## config.mk

```make
export PLATFORM = sky130hd
export DESIGN_NAME = two_four_decoder_flat
export DESIGN_NICKNAME = d
export VERILOG_FILES = /design/src/rtl/two_four_decoder_pkg.sv /design/src/rtl/two_four_decoder_if.sv /design/src/rtl/two_four_decoder_sat_counter.sv /design/src/rtl/two_four_decoder.sv /design/src/flat_wrapper.sv
export SDC_FILE = /design/constraint.sdc
export NUM_CORES = 1
export LEC_CHECK = 0
export CAP_MARGIN = 10
export CORE_MARGIN = 2
export CORE_UTILIZATION = 30
export DETAILED_ROUTE_END_ITERATION = 10
export GPL_TIMING_DRIVEN = 0
export SETUP_SLACK_MARGIN = 0.3
export SLEW_MARGIN = 30
export SYNTH_ARGS = -nofsm -noshare
export SYNTH_HDL_FRONTEND = slang
export SYNTH_SLANG_ARGS = --single-unit
```

## constraint.sdc

```tcl
create_clock -name clk -period 1.51 [get_ports clk]
set_input_delay 0.2265 -clock clk [delete_from_list [all_inputs] [get_ports clk]]
set_output_delay 0.2265 -clock clk [all_outputs]
set_load 0.05 [all_outputs]
```

## src/rtl/two_four_decoder_pkg.sv

```systemverilog
// rtl/two_four_decoder_pkg.sv - shared sizes and line index constants for the 2-to-4 decoder
package two_four_decoder_pkg;

    localparam int DEC_N = 4;
    localparam int IDX_W = 2;

    localparam int IDX_D0 = 0;
    localparam int IDX_D1 = 1;
    localparam int IDX_D2 = 2;
    localparam int IDX_D3 = 3;

    // One-hot line vector for a code, or all-zero when disabled.
    function automatic logic [DEC_N-1:0] decode_onehot(input logic [IDX_W-1:0] idx,
                                                       input logic en);
        logic [DEC_N-1:0] v;
        v = '0;
        if (en) begin
            v[idx] = 1'b1;
        end
        return v;
    endfunction

endpackage

```

## src/rtl/two_four_decoder_if.sv

```systemverilog
// rtl/two_four_decoder_if.sv - decode, select-line and counter read-port signal bundle
interface two_four_decoder_if
    import two_four_decoder_pkg::*;
#(
    parameter int CNT_W = 8
);

    logic             en;
    logic             A;
    logic             B;
    logic             D0;
    logic             D1;
    logic             D2;
    logic             D3;
    logic             chg;
    logic [IDX_W-1:0] cnt_sel;
    logic             cnt_clr;
    logic [CNT_W-1:0] cnt_out;

    modport master (
        output en, A, B, cnt_sel, cnt_clr,
        input  D0, D1, D2, D3, chg, cnt_out
    );

    modport slave (
        input  en, A, B, cnt_sel, cnt_clr,
        output D0, D1, D2, D3, chg, cnt_out
    );

endinterface

```

## src/rtl/two_four_decoder_sat_counter.sv

```systemverilog
// rtl/two_four_decoder_sat_counter.sv - saturating hit counter with synchronous clear
module sat_counter #(
    parameter int CNT_W = 8
) (
    input  logic             clk,
    input  logic             rst,
    input  logic             clr,
    input  logic             inc,
    output logic [CNT_W-1:0] q
);

    // Clear wins over a same-edge increment so a cleared counter reads 0, not 1.
    always_ff @(posedge clk) begin
        if (rst || clr) begin
            q <= '0;
        end else if (inc && (q != '1)) begin
            q <= q + CNT_W'(1);
        end
    end

endmodule

```

## src/rtl/two_four_decoder.sv

```systemverilog
// rtl/two_four_decoder.sv - registered 2-to-4 decoder with change strobe and per-line hit counters
module two_four_decoder
    import two_four_decoder_pkg::*;
#(
    parameter int CNT_W = 8
) (
    input logic               clk,
    input logic               rst,
    two_four_decoder_if.slave bus
);

    logic [IDX_W-1:0] idx;
    logic [DEC_N-1:0] d_next;
    logic [DEC_N-1:0] d_q;
    logic             chg_q;
    logic [CNT_W-1:0] cnt [DEC_N];

    assign idx    = {bus.A, bus.B};
    assign d_next = decode_onehot(idx, bus.en);

    // chg compares against the vector currently on the lines, so en toggles count too.
    always_ff @(posedge clk) begin
        if (rst) begin
            d_q   <= '0;
            chg_q <= 1'b0;
        end else begin
            d_q   <= d_next;
            chg_q <= (d_next != d_q);
        end
    end

    for (genvar i = 0; i < DEC_N; i++) begin : g_cnt
        sat_counter #(
            .CNT_W (CNT_W)
        ) u_cnt (
            .clk (clk),
            .rst (rst),
            .clr (bus.cnt_clr),
            .inc (d_next[i]),
            .q   (cnt[i])
        );
    end

    assign bus.D0      = d_q[IDX_D0];
    assign bus.D1      = d_q[IDX_D1];
    assign bus.D2      = d_q[IDX_D2];
    assign bus.D3      = d_q[IDX_D3];
    assign bus.chg     = chg_q;
    assign bus.cnt_out = cnt[bus.cnt_sel];

endmodule

```

## src/flat_wrapper.sv

```systemverilog
// flat-port wrapper written by rule: the top's interface ports become plain ports
module two_four_decoder_flat import two_four_decoder_pkg::*;
#(
    parameter int CNT_W = 8
)
  (clk, rst, bus_en, bus_A, bus_B, bus_cnt_sel, bus_cnt_clr, bus_D0, bus_D1, bus_D2, bus_D3, bus_chg, bus_cnt_out);
  two_four_decoder_if #(.CNT_W(CNT_W)) bus_i ();
  input logic clk;
  input logic rst;
  input wire logic [$bits(bus_i.en)-1:0] bus_en;
  input wire logic [$bits(bus_i.A)-1:0] bus_A;
  input wire logic [$bits(bus_i.B)-1:0] bus_B;
  input wire logic [$bits(bus_i.cnt_sel)-1:0] bus_cnt_sel;
  input wire logic [$bits(bus_i.cnt_clr)-1:0] bus_cnt_clr;
  output wire logic [$bits(bus_i.D0)-1:0] bus_D0;
  output wire logic [$bits(bus_i.D1)-1:0] bus_D1;
  output wire logic [$bits(bus_i.D2)-1:0] bus_D2;
  output wire logic [$bits(bus_i.D3)-1:0] bus_D3;
  output wire logic [$bits(bus_i.chg)-1:0] bus_chg;
  output wire logic [$bits(bus_i.cnt_out)-1:0] bus_cnt_out;
  assign bus_i.en = bus_en;
  assign bus_i.A = bus_A;
  assign bus_i.B = bus_B;
  assign bus_i.cnt_sel = bus_cnt_sel;
  assign bus_i.cnt_clr = bus_cnt_clr;
  assign bus_D0 = bus_i.D0;
  assign bus_D1 = bus_i.D1;
  assign bus_D2 = bus_i.D2;
  assign bus_D3 = bus_i.D3;
  assign bus_chg = bus_i.chg;
  assign bus_cnt_out = bus_i.cnt_out;
  two_four_decoder #(.CNT_W(CNT_W)) u_core (.clk(clk), .rst(rst), .bus(bus_i));
endmodule
```

Run 1, logic cells by family:
Bar = 20 µm.
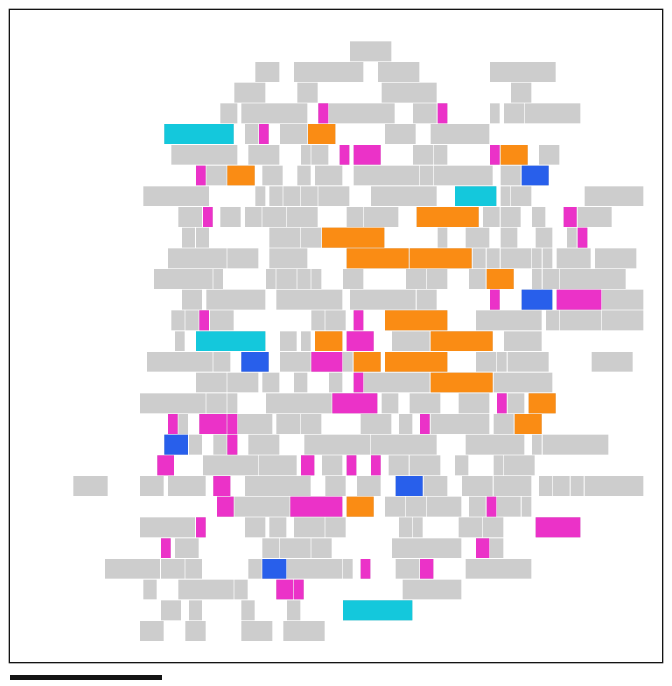
Key: cyan = fa/ha/maj cells [cells 4, most used ha_4]; blue = non-inverting ao/oa cells [cells 6, most used a41o_1]; orange = mux cells [cells 17, most used mux2i_1]; magenta = nor cells [cells 40, most used nor2_1]
Final Non-Filler Cells: 354
fraction of standard cell area in multi-input logic: 45.6%

Run 1, metal 1:
Bar = 20 µm. Supply wires on this layer in gray.
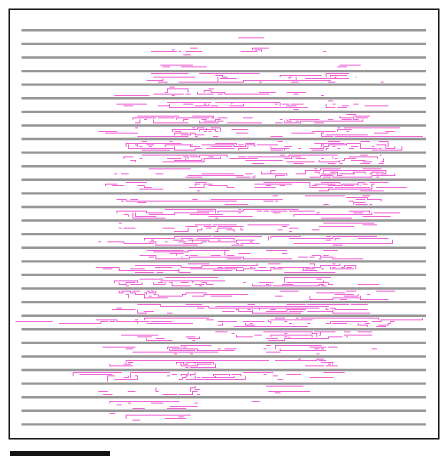
The wires run mostly horizontal. The layer holds 45% of the routed length. The layer carries 2540 µm of wire. The longest straight run is 28.5 µm. 267 nets have wire on it.

Run 1, track usage over the die:
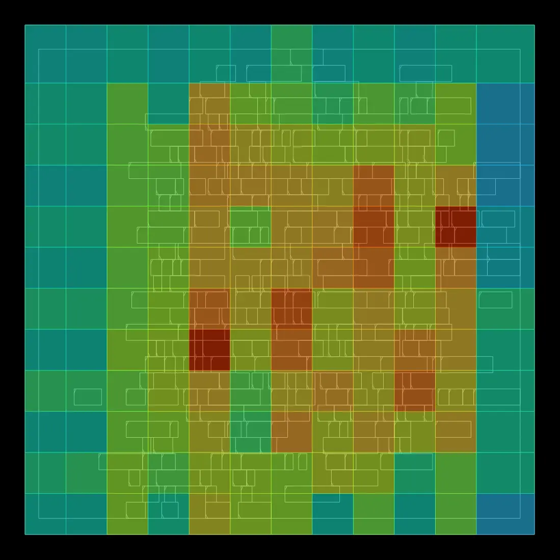
met1 Use GR: 21.2%
global routing usage on met3: 2.69%
per-cell routed wire length: 15.8 µm

run 1: path summary, 6_finish.rpt:
| kind | from | endpoint | slack, ps | depth (start not counted) |
|---|---|---|---|---|
| max | u_core.g_cnt[0].u_cnt.q[7]$_SDFFE_PP0P_ | bus_cnt_out[7] | -50 | 2 |
| min | bus_en | u_core.d_q[2]$_SDFF_PP0_ | 260 | 3 |
| max reg2reg | u_core.g_cnt[2].u_cnt.q[0]$_SDFFE_PP0P_ | u_core.g_cnt[2].u_cnt.q[6]$_SDFFE_PP0P_ | 90 | 6 |
| min reg2reg | u_core.g_cnt[2].u_cnt.q[5]$_SDFFE_PP0P_ | u_core.g_cnt[2].u_cnt.q[5]$_SDFFE_PP0P_ | 510 | 2 |
==> run summary, run 1 <==
Results of the full flow below.

Setup path:
- STA classifies the critical path endpoint as a primary output.
- The run gives the dominant delay contributor by cell family on the critical path as multiplexers.

Floorplan:
- The run gives the I/O pin count as 21.
- The run gives the core utilization before placement as 31.3%.

Power:
- Per report_power, the Clock row totals 704 µW.
- The biggest slice of the total power is consumed by sequential cells.
- The run puts the cell leakage power at 1.12 nW.
- The internal portion of the total power is 1.36 mW.

Cells and area:
- The run puts the proportion of cell area spent on the clock network at 2.92%.
- Leaving out fill and tap cells, the most frequent cell in the layout is buf_4.
- The final report gives the standard cell area, fillers excluded, as 3000 µm².
- The run gives the register with the most flip-flops as u_core.g_cnt.u_cnt.q.
- Ranking logic cells in the layout by count gives the top entries 27 x buf_4, 24 x nor2_1, 20 x dfxtp_4.
- The final layout report lists a non-clock inverter count of 6.

Run status:
- The run finished, with violations left.
- The checks that failed: setup timing.

Placed design:
- The run puts the number of buffers added on ports at 16.
- The run gives the cell count after placement as 313.

Final timing:
- The run puts the final setup TNS at -288 ps.
- The run gives the number of setup violations in the final report as 8.
- The critical path in the final layout is reported with a setup slack of -50.9 ps.
- The run puts the worst hold slack at 256 ps.

Synthesis:
- The run puts the post-synthesis share of cell area spent on and-or and or-and gates at 11.9%.
- Per the synthesis report, the dominant area consumer among library cells is dfxtp_1.
- The run gives the simple-gate area share of the yosys netlist as 28.6%.
- The run gives the fraction of post-synthesis cell area in the top cell type by area as 37.0%.
- The run puts the post-synthesis sequential area ratio at 37.0%.
- The run puts the number of instances in the synthesized netlist at 220.
- Among all flip-flop cells after synthesis, the most frequent one is dfxtp_1.

Clock network:
- CTS placed an instance of clkbuf_8 at the clock tree root.
- The run puts the maximum level of the CTS H-tree at 2.
- The run gives the buffers inserted during post-CTS setup optimization as 27.

GRT:
- The run gives the all-layer global routing usage as 15.7%.

Drt:
- The run puts the post-route antenna net violation count at 0.
- The run gives the first-iteration detailed-routing DRC count as 90.
==> run 2, diff against run 1 <==
--- a/config.mk
+++ b/config.mk
@@ -11,7 +11,6 @@
 export DETAILED_ROUTE_END_ITERATION = 10
 export GPL_TIMING_DRIVEN = 0
 export SETUP_SLACK_MARGIN = 0.3
-export SLEW_MARGIN = 30
 export SYNTH_ARGS = -nofsm -noshare
 export SYNTH_HDL_FRONTEND = slang
 export SYNTH_SLANG_ARGS = --single-unit
Run 2, metal 1:
Bar = 20 µm. Supply wires on this layer in gray.
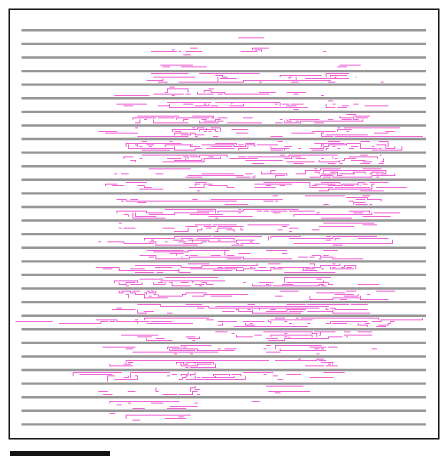
The layer carries 2540 µm of wire. The layer holds 45% of the routed length. 267 nets have wire on it.

==> run 2 against run 1 <==
  * Sequential power barely moved
  * First-iteration DRC count is the same
  * Sequential share of layout area is the same
  * The run still ends with setup timing left
  * Count of clock-buffer cells in the layout did not move
  * Routed wire length is the same
  * Clock skew did not move
  * Global-route usage did not move
  * Total power stayed put
  * Cell count unchanged
  * Synthesized cell count did not move
==> run summary, run 2 <==
Results of the full flow below.

Synthesis:
- The run puts the post-synthesis share of cell area spent on and-or and or-and gates at 11.9% (unchanged).
- The simple-gate area share of the yosys netlist came to 28.6% (unchanged).
- The run gives the post-synthesis sequential area ratio as 37.0% (unchanged).
- The run gives the number of instances in the synthesized netlist as 220 (unchanged).
- The synthesized design spends more area on one cell type than any other, namely dfxtp_1.
- The run gives the main flop type after synthesis as dfxtp_1.
- The fraction of post-synthesis cell area in the top cell type by area is 37.0% (unchanged).

GRT:
- The run puts the all-layer global routing usage at 15.7% (unchanged).

Setup path:
- The reg2reg setup slack is 90 ps (about the same).
- The run gives the timing startpoint of the critical path as u_core.g_cnt[0].u_cnt.q[7]$_SDFFE_PP0P_.
- The run gives the capture instance of the worst register-to-register path as u_core.g_cnt[2].u_cnt.q[6]$_SDFFE_PP0P_.
- The run gives the nature of the critical path endpoint as a primary output.
- In this run the worst setup path terminates at bus_cnt_out[7].
- The run gives the startpoint of the lowest-slack register-to-register path as u_core.g_cnt[2].u_cnt.q[0]$_SDFFE_PP0P_.
- The run gives the logic depth of the worst register-to-register path as 6 (unchanged).

Cells and area:
- Among logic cells in the layout, the one with the most instances is buf_4.
- The run gives the register with the most flip-flops as u_core.g_cnt.u_cnt.q.
- The proportion of cell area spent on the clock network came to 2.92% (unchanged).
- The run gives the post-layout instance count excluding filler cells as 354 (unchanged).
- The most common logic cells in the final layout are 27 x buf_4, 24 x nor2_1, 20 x dfxtp_4.
- The multi-input logic portion of the cell area came to 45.6% (unchanged).

Min path:
- Looking at the hold checks, the worst path lands on u_core.d_q[2]$_SDFF_PP0_.
- The run gives the number of cells traversed by the worst hold path as 3 (unchanged).

Power:
- The run gives the internal power summed over all cells as 1.36 mW (unchanged).
- The run puts the cell leakage power at 1.12 nW (unchanged).

Clock network:
- The maximum level of the CTS H-tree came to 2 (unchanged).
- The tree is rooted in a clkbuf_8.

Run status:
- The checks that failed: setup timing.
- The run finished, with violations left.

Drt:
- The run gives the mean routed wirelength per cell as 15.8 µm (unchanged).
- The post-route antenna net violation count is 0 (unchanged).
- The first-iteration detailed-routing DRC count was 90 (unchanged).

Placed design:
- The run puts the number of buffers added on ports at 16 (unchanged).

Final timing:
- The run puts the post-route worst setup slack at -50.9 ps (unchanged).
- The number of setup violations in the final report is 8 (unchanged).

Floorplan:
- The I/O pin count was 21 (unchanged).
- The core utilization before placement came to 31.3% (unchanged).
run 2: per-layer routing:
| metal | up-vias | track usage (%) |
|---|---|---|
| met5 | - | 0 |
| met4 | 0 | 5.63 |
| met3 | 7 | 2.69 |
| met2 | 43 | 25.4 |
| met1 | 910 | 21.2 |
| li1 | 931 | - |
run 2: stage by stage:
step / power, mW / TNS (ps)
after CTS: 1.87 / -335
after global routing: 1.92 / -519
after detailed placement: 1.18 / -14990
after floorplan: 1.13 / 0
after global placement: 1.18 / -15030
final: 1.85 / -288
run 2: repair_timing:
item	in CTS	in global routing
resized	165	34
cloned	0	0
setup buffers	27	6
endpoints found under the setup margin	46	41
pin swaps	18	16
run 2: worst max-delay path: cells and delay by family (launching register included):
kind                   cells  cell delay (ps)
muxes                      1              510
DFF                        1              350
buffers and inverters      1              180
Power and IR drop assume default switching activity.
